==> src/rtl/vm_pkg.sv <==
`default_nettype none
// ============================================================================
//  Module   : vm_pkg
//  Function : Shared widths, coin terminator and FSM state encoding for the
//             coin-purchase sale sequencer.
//  Revision : 1.0
// ============================================================================
package vm_pkg;

    localparam int MW_PADRAO = 5;
    localparam int SW_PADRAO = 8;
    localparam int MOEDA_FIM = 0;
    localparam int EST_W     = 3;

    typedef enum logic [EST_W-1:0] {
        ST_IDLE    = 3'd0,
        ST_PEDE    = 3'd1,
        ST_SOLTA   = 3'd2,
        ST_SOMA    = 3'd3,
        ST_ENTREGA = 3'd4,
        ST_DEVOLVE = 3'd5
    } estado_t;

endpackage
`default_nettype wire

==> src/rtl/conta_ciclos.sv <==
`default_nettype none
// ============================================================================
//  Module   : conta_ciclos
//  Function : Loadable down-counter; o_fim flags the last cycle of a phase.
//  Revision : 1.0
// ============================================================================
module conta_ciclos #(
    parameter int W = 2
) (
    input  logic         clk,
    input  logic         reset,
    input  logic         i_carrega,
    input  logic [W-1:0] i_valor,
    output logic         o_fim
);

    logic [W-1:0] r_cont;

    always_ff @(posedge clk) begin
        if (!reset) begin
            r_cont <= '0;
        end else if (i_carrega) begin
            r_cont <= i_valor;
        end else if (r_cont != '0) begin
            r_cont <= r_cont - W'(1);
        end
    end

    assign o_fim = (r_cont == '0);

endmodule
`default_nettype wire

==> src/rtl/controle_venda.sv <==
`default_nettype none
// ============================================================================
//  Module   : controle_venda
//  Function : Sale sequencer: requests coins from the feeder, accumulates the
//             balance against the latched price and issues sale/refund pulses.
//  Revision : 1.0
// ============================================================================
module controle_venda
    import vm_pkg::*;
#(
    parameter int MW         = MW_PADRAO,
    parameter int SW         = SW_PADRAO,
    parameter int NEXT_HI    = 2,
    parameter int NEXT_LO    = 2,
    parameter int MAX_MOEDAS = 31
) (
    input  logic          clk,
    input  logic          reset,
    input  logic          comprar,
    input  logic [SW-1:0] preco,
    input  logic          cancelar,
    input  logic [MW-1:0] moeda,
    output logic          next,
    output logic          vendeu,
    output logic [SW-1:0] troco,
    output logic          troco_ok,
    output logic [SW-1:0] saldo,
    output logic          ocupado,
    output logic          erro
);

    localparam int FASE_MAX = (NEXT_HI > NEXT_LO) ? NEXT_HI : NEXT_LO;
    localparam int CW       = $clog2(FASE_MAX);
    localparam int CNTW     = $clog2(MAX_MOEDAS + 1);

    estado_t         r_estado;
    estado_t         w_prox;
    logic [SW-1:0]   r_saldo;
    logic [SW-1:0]   r_preco;
    logic [SW-1:0]   r_troco;
    logic [CNTW-1:0] r_cont;
    logic            r_cancelado;

    logic            w_carrega;
    logic [CW-1:0]   w_valor;
    logic            w_fim_fase;
    logic [SW:0]     w_soma;
    logic            w_moeda_fim;
    logic            w_estouro;
    logic            w_pago;
    logic            w_limite;

    conta_ciclos #(
        .W (CW)
    ) u_conta (
        .clk       (clk),
        .reset     (reset),
        .i_carrega (w_carrega),
        .i_valor   (w_valor),
        .o_fim     (w_fim_fase)
    );

    // Sum is one bit wider so a carry out marks an unrepresentable balance.
    assign w_soma      = {1'b0, r_saldo} + (SW+1)'(moeda);
    assign w_moeda_fim = (moeda == MW'(MOEDA_FIM));
    assign w_estouro   = w_soma[SW];
    assign w_pago      = (w_soma[SW-1:0] >= r_preco);
    assign w_limite    = ((r_cont + CNTW'(1)) == CNTW'(MAX_MOEDAS));

    always_comb begin
        w_prox    = r_estado;
        w_carrega = 1'b0;
        w_valor   = CW'(NEXT_HI - 1);
        case (r_estado)
            ST_IDLE: begin
                if (comprar) begin
                    if (preco == '0) begin
                        w_prox = ST_ENTREGA;
                    end else begin
                        w_prox    = ST_PEDE;
                        w_carrega = 1'b1;
                    end
                end
            end
            ST_PEDE: begin
                if (cancelar) begin
                    w_prox = ST_DEVOLVE;
                end else if (w_fim_fase) begin
                    w_prox    = ST_SOLTA;
                    w_carrega = 1'b1;
                    w_valor   = CW'(NEXT_LO - 1);
                end
            end
            ST_SOLTA: begin
                if (cancelar) begin
                    w_prox = ST_DEVOLVE;
                end else if (w_fim_fase) begin
                    w_prox = ST_SOMA;
                end
            end
            ST_SOMA: begin
                if (cancelar || w_moeda_fim || w_estouro) begin
                    w_prox = ST_DEVOLVE;
                end else if (w_pago) begin
                    w_prox = ST_ENTREGA;
                end else if (w_limite) begin
                    w_prox = ST_DEVOLVE;
                end else begin
                    w_prox    = ST_PEDE;
                    w_carrega = 1'b1;
                end
            end
            ST_ENTREGA: w_prox = ST_IDLE;
            ST_DEVOLVE: w_prox = ST_IDLE;
            default:    w_prox = ST_IDLE;
        endcase
    end

    always_ff @(posedge clk) begin
        if (!reset) begin
            r_estado <= ST_IDLE;
        end else begin
            r_estado <= w_prox;
        end
    end

    always_ff @(posedge clk) begin
        if (!reset) begin
            r_saldo     <= '0;
            r_preco     <= '0;
            r_troco     <= '0;
            r_cont      <= '0;
            r_cancelado <= 1'b0;
        end else begin
            case (r_estado)
                ST_IDLE: begin
                    if (comprar) begin
                        r_preco     <= preco;
                        r_saldo     <= '0;
                        r_cont      <= '0;
                        r_troco     <= '0;
                        r_cancelado <= 1'b0;
                    end
                end
                ST_PEDE, ST_SOLTA: begin
                    if (cancelar) begin
                        r_cancelado <= 1'b1;
                    end
                end
                ST_SOMA: begin
                    if (cancelar) begin
                        r_cancelado <= 1'b1;
                    end else if (!w_moeda_fim && !w_estouro) begin
                        r_saldo <= w_soma[SW-1:0];
                        r_cont  <= r_cont + CNTW'(1);
                    end
                end
                ST_ENTREGA: r_troco <= r_saldo - r_preco;
                ST_DEVOLVE: r_troco <= r_saldo;
                default: ;
            endcase
        end
    end

    // Change is driven straight from the balance during the pulse so it is
    // valid together with troco_ok, then held by r_troco.
    always_comb begin
        troco = r_troco;
        if (r_estado == ST_ENTREGA) begin
            troco = r_saldo - r_preco;
        end else if (r_estado == ST_DEVOLVE) begin
            troco = r_saldo;
        end
    end

    assign next     = (r_estado == ST_PEDE);
    assign vendeu   = (r_estado == ST_ENTREGA) || (r_estado == ST_DEVOLVE);
    assign troco_ok = vendeu;
    assign erro     = (r_estado == ST_DEVOLVE) && !r_cancelado;
    assign ocupado  = (r_estado != ST_IDLE);
    assign saldo    = r_saldo;

endmodule
`default_nettype wire

==> config.mk <==
export PLATFORM = sky130hd
export DESIGN_NAME = controle_venda
export DESIGN_NICKNAME = d
export VERILOG_FILES = /design/src/rtl/vm_pkg.sv /design/src/rtl/conta_ciclos.sv /design/src/rtl/controle_venda.sv
export SDC_FILE = /design/constraint.sdc
export NUM_CORES = 1
export LEC_CHECK = 0
export CORE_ASPECT_RATIO = 0.8
export CORE_UTILIZATION = 51
export DETAILED_ROUTE_END_ITERATION = 12
export PLACE_DENSITY = 0.76
export SYNTH_ARGS = -nofsm -noshare
export SYNTH_HDL_FRONTEND = slang
export SYNTH_SLANG_ARGS = --single-unit
==> constraint.sdc <==
create_clock -name clk -period 7.4 [get_ports clk]
set_clock_uncertainty 0.1 [all_clocks]
set_input_delay 2.22 -clock clk [delete_from_list [all_inputs] [get_ports clk]]
set_output_delay 2.22 -clock clk [all_outputs]
set_load 0.05 [all_outputs]
**M2 wires**

Scale bar: 20 um.
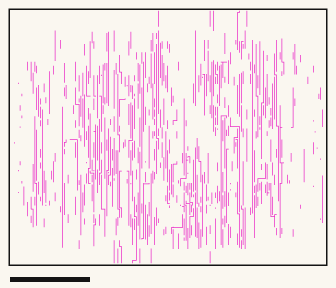
The layer holds 44% of the routed length. The layer carries 2500 um of wire. The wires run mostly vertical. 309 nets have wire on it. The longest straight run is 43.2 um.
met2 routing resource usage after global routing: 0.4065
total routed wirelength: 5724 um

**Supply network**

Scale bar: 20 um. Pins as bars on the die edge.
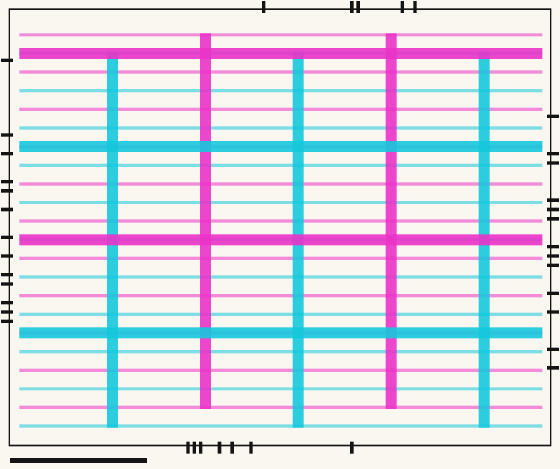
Key: magenta = VDD; cyan = VSS
22 met1 rails follow the rows. 38 signal pins sit on the boundary. The core has 21 rows. 5 straps on met4. 4 straps on met5.
width of the die: 78.84 um
core region area: 4362 um^2
vertical extent of the die: 63.47 um
Peak supply drop: 0.0001254 V

==> qor.yml <==
hp-start: "r_troco[2]$_SDFFE_PN0P_"
area_growth_pct: 19.74
final_layout_top_logic_cells: "sky130_fd_sc_hd__nand2_1 (46), sky130_fd_sc_hd__clkdlybuf4s50_1 (37), sky130_fd_sc_hd__dfxtp_1 (34)"
rr_endpoint: "u_conta.r_cont$_SDFF_PN0_"
final_period_minus_worst_setup_slack_ns: 5.578
logic_share_of_the_area: 0.5466
r2r-start: "saldo[0]$_SDFFE_PN0P_"
ctsHoldBuffers: 0
finalCritPeriodShare: 0.7538
power_report.internal_total_uw: 328.9
pwr_top: "registers"
numCtsBuffers: 5
timing.critical_path.arrival_ns: 3.26
worst-endpoint-required_ns: 5.08
cts.repair_timing.setup_buffer_count: 0
sw_frac_of_total: 0.3405
finalWeightedCongestion: 0.8563
routed_wire_length_per_instance_um: 14.35
io_pins: 38
fraction_of_final_layout_cells_sized_beyond_drive_strength_1: 0.04678
grt_pass1_vias: 2082
crit_path_max_fanout: 5
grt_pass1_wl_um: 9949
slew_violations: 0
async_set_or_reset_flop_fraction_in_the_synthesized_netlist: 0
grt_start_max_net_pins: 30
detailed_router_iteration_count_before_antenna_repair: 4
multi_input_comb_area_um2: 1577
initial_utilization: 0.5522
hp-class: "reg2reg"
cts-root-buf: "sky130_fd_sc_hd__clkbuf_8"
cts_sinks: 34
netlist-cell-type-count: 47
overflow: 0
totalNegativeSetupSlack_ns: 0
setup.worst_path.end_class: "output pin"
setup.worst_path.start: "saldo[0]$_SDFFE_PN0P_"
crit_type: "reg2out"
number_of_antenna_violations_at_the_first_check_in_global_routing: 0
dr_total_vias: 2247
timing.final.hold_violations: 0
instance_count_of_the_mapped_netlist: 311
inverters: 23
gr-max-usage-layer: "met2"
seq-cell-share: 0.2360
ff_type: "sky130_fd_sc_hd__dfxtp_1"
floorplan.nets: 352
synth.ff_latch_count: 34
layout.nonclk_buf_frac: 0.1310
groute.usage.overall: 0.2604
worst-r2r-setup-slack_ns: 4.03
clock_tree_area_fraction: 0.03167
slew_headroom: 0.3895
global_route.usage.met3: 0.05797
outcome: "completed"
post_synth_main_area_contributors: "sky130_fd_sc_hd__dfxtp_1 (28%), sky130_fd_sc_hd__ha_1 (11%), sky130_fd_sc_hd__nand2_1 (7.2%)"
worst-r2r-cell-count: 14
clk-power_uw: 143
post-route-drc-count: 0
insertion_delay_ns: 0.29
yosysTopAreaCellShare: 0.2826
clkbuf_count: 7
drv.max_cap_violation_count: 0
holdPathEnd: "r_troco[2]$_SDFFE_PN0P_"
power_frac_comb: 0.298
floorplan.die_area_um2: 5003
clockBufferDepth: 2
powerDensity_nw_per_um2: 172.9
average_vias_per_placed_instance: 5.632
synth-seq-area-share: 0.2826
synth_chip_area_um2: 2409
buffers: 38
synth.largest_area_cell: "sky130_fd_sc_hd__dfxtp_1"
finalSetupViolCount: 0
min_path_cells: 2
cts_htree_levels: 2
power_total_uw: 498.7
design.final.nets: 382
syn_avg_cell_area_um2: 7.745
global_route.usage.met1: 0.3635
portion_of_total_power_attributed_to_the_clock_network: 0.287
hpwl_um: 4276
fillerInstances: 385
max_slew.worst_pin.slew_ns: 0.9145
core.rowCount: 21
flip_flops_with_a_built_in_enable: 0
finish.utilization: 0.6612
number_of_warnings_issued_by_yosys: 0
stage_log_warnings: 27
ant_nets: 0
design.seq.count: 34
final-seq-area_um2: 680.7
cell_total_in_the_yosys_stat_output: 311
drtIter0Drc: 210
pwr.group.sequential_uw: 207
dominant_cells: "combinational gates"
p_seq_frac: 0.414
net-switching-power_uw: 169.8
n_tap_cell: 57
cp-start-kind: "flop"
antennaDiodeCount: 0
clk_transition_reported_paths_ns: 0.07
achievable-frequency_mhz: 179.3
cts_resized: 0
portBuffers: 37
netlist_area_um2: 2409
grt_setup_unrepaired: "false"
pg_comb_uw: 149
static_leakage_nw: 1.153
logic_gate_count: 239
tritoncts: "built"
final_layout_top_logic_cell: "sky130_fd_sc_hd__nand2_1"
-- kinds of logic (layout without fill, tap and decap cells) --
family / count (synthesis) / after routing / share of synthesized area
compound gates: 80 / 80 / 0.2192
xor+xnor: 12 / 12 / 0.04364
fa+ha+maj: 24 / 24 / 0.1309
buf+inv: 38 / 69 / 0.06285
flops: 34 / 34 / 0.2826
mux: 3 / 3 / 0.01247
simple gates: 120 / 120 / 0.2483
-- critical path, stage by stage, from the launching register on --
cell,delay [ns]
sky130_fd_sc_hd__dfxtp_1,0.36
sky130_fd_sc_hd__inv_1,0.07
sky130_fd_sc_hd__ha_1,0.16
sky130_fd_sc_hd__inv_1,0.05
sky130_fd_sc_hd__fa_1,0.41
sky130_fd_sc_hd__a21o_1,0.20
sky130_fd_sc_hd__a21oi_1,0.22
sky130_fd_sc_hd__nor2b_1,0.07
sky130_fd_sc_hd__o21ai_0,0.21
sky130_fd_sc_hd__mux2i_1,0.23
sky130_fd_sc_hd__a21oi_1,0.11
sky130_fd_sc_hd__nand2_1,0.07
sky130_fd_sc_hd__clkdlybuf4s50_1,0.79
-- metrics by stage --
| stage | instances | setup slack (ns) | cell area, um^2 | hold WS (ns) |
|---|---|---|---|---|
| 2_1_floorplan | 311 | 2.157 | 2409 | 0.3399 |
| 3_3_place_gp | 391 | 1.860 | 2793 | 0.3481 |
| 3_5_place_dp | 391 | 1.729 | 2793 | 0.3543 |
| 4_1_cts | 399 | 1.822 | 2884 | 0.3646 |
| 5_1_grt | 399 | 1.610 | 2884 | 0.4069 |
| 6_report | 399 | 1.822 | 2884 | 0.3648 |
-- sequential cells by signal, summed over array words and instances, names as in the netlist --
| signal | count |
|---|---|
| u_conta.r_cont | 1 |
| saldo | 8 |
| r_cont | 5 |
| r_preco | 8 |
| r_troco | 8 |
| r_cancelado | 1 |
| r_estado | 3 |
-- synthesized netlist by cell type (5+ instances only) --
master,count
sky130_fd_sc_hd__nand2_1,46
sky130_fd_sc_hd__dfxtp_1,34
sky130_fd_sc_hd__inv_1,23
sky130_fd_sc_hd__ha_1,22
sky130_fd_sc_hd__o21ai_0,21
sky130_fd_sc_hd__a21oi_1,15
sky130_fd_sc_hd__a21boi_0,12
sky130_fd_sc_hd__nand3_1,12
sky130_fd_sc_hd__nor2_1,12
sky130_fd_sc_hd__nor2b_1,12
sky130_fd_sc_hd__xnor2_1,10
sky130_fd_sc_hd__a31oi_1,8
sky130_fd_sc_hd__clkbuf_1,7
sky130_fd_sc_hd__a21o_1,6
sky130_fd_sc_hd__and3_1,6
sky130_fd_sc_hd__nand2b_1,6
sky130_fd_sc_hd__nor3_1,5
-- routing by layer --
metal  wire, um  vias up
li1           -     1144
met1       2690     1012
met2       2498       84
met3        469        7
met4         66        0
met5          0        -
-- worst max path at each step --
stage	depth (start not counted)	endpoint	slack (ns)
global route	12	troco[6]	1.61
global placement	15	u_conta.r_cont$_SDFF_PN0_	1.86
floorplan	9	troco[4]	2.16
detailed placement	15	u_conta.r_cont$_SDFF_PN0_	1.73
CTS	12	troco[6]	1.82
finish	12	troco[6]	1.82
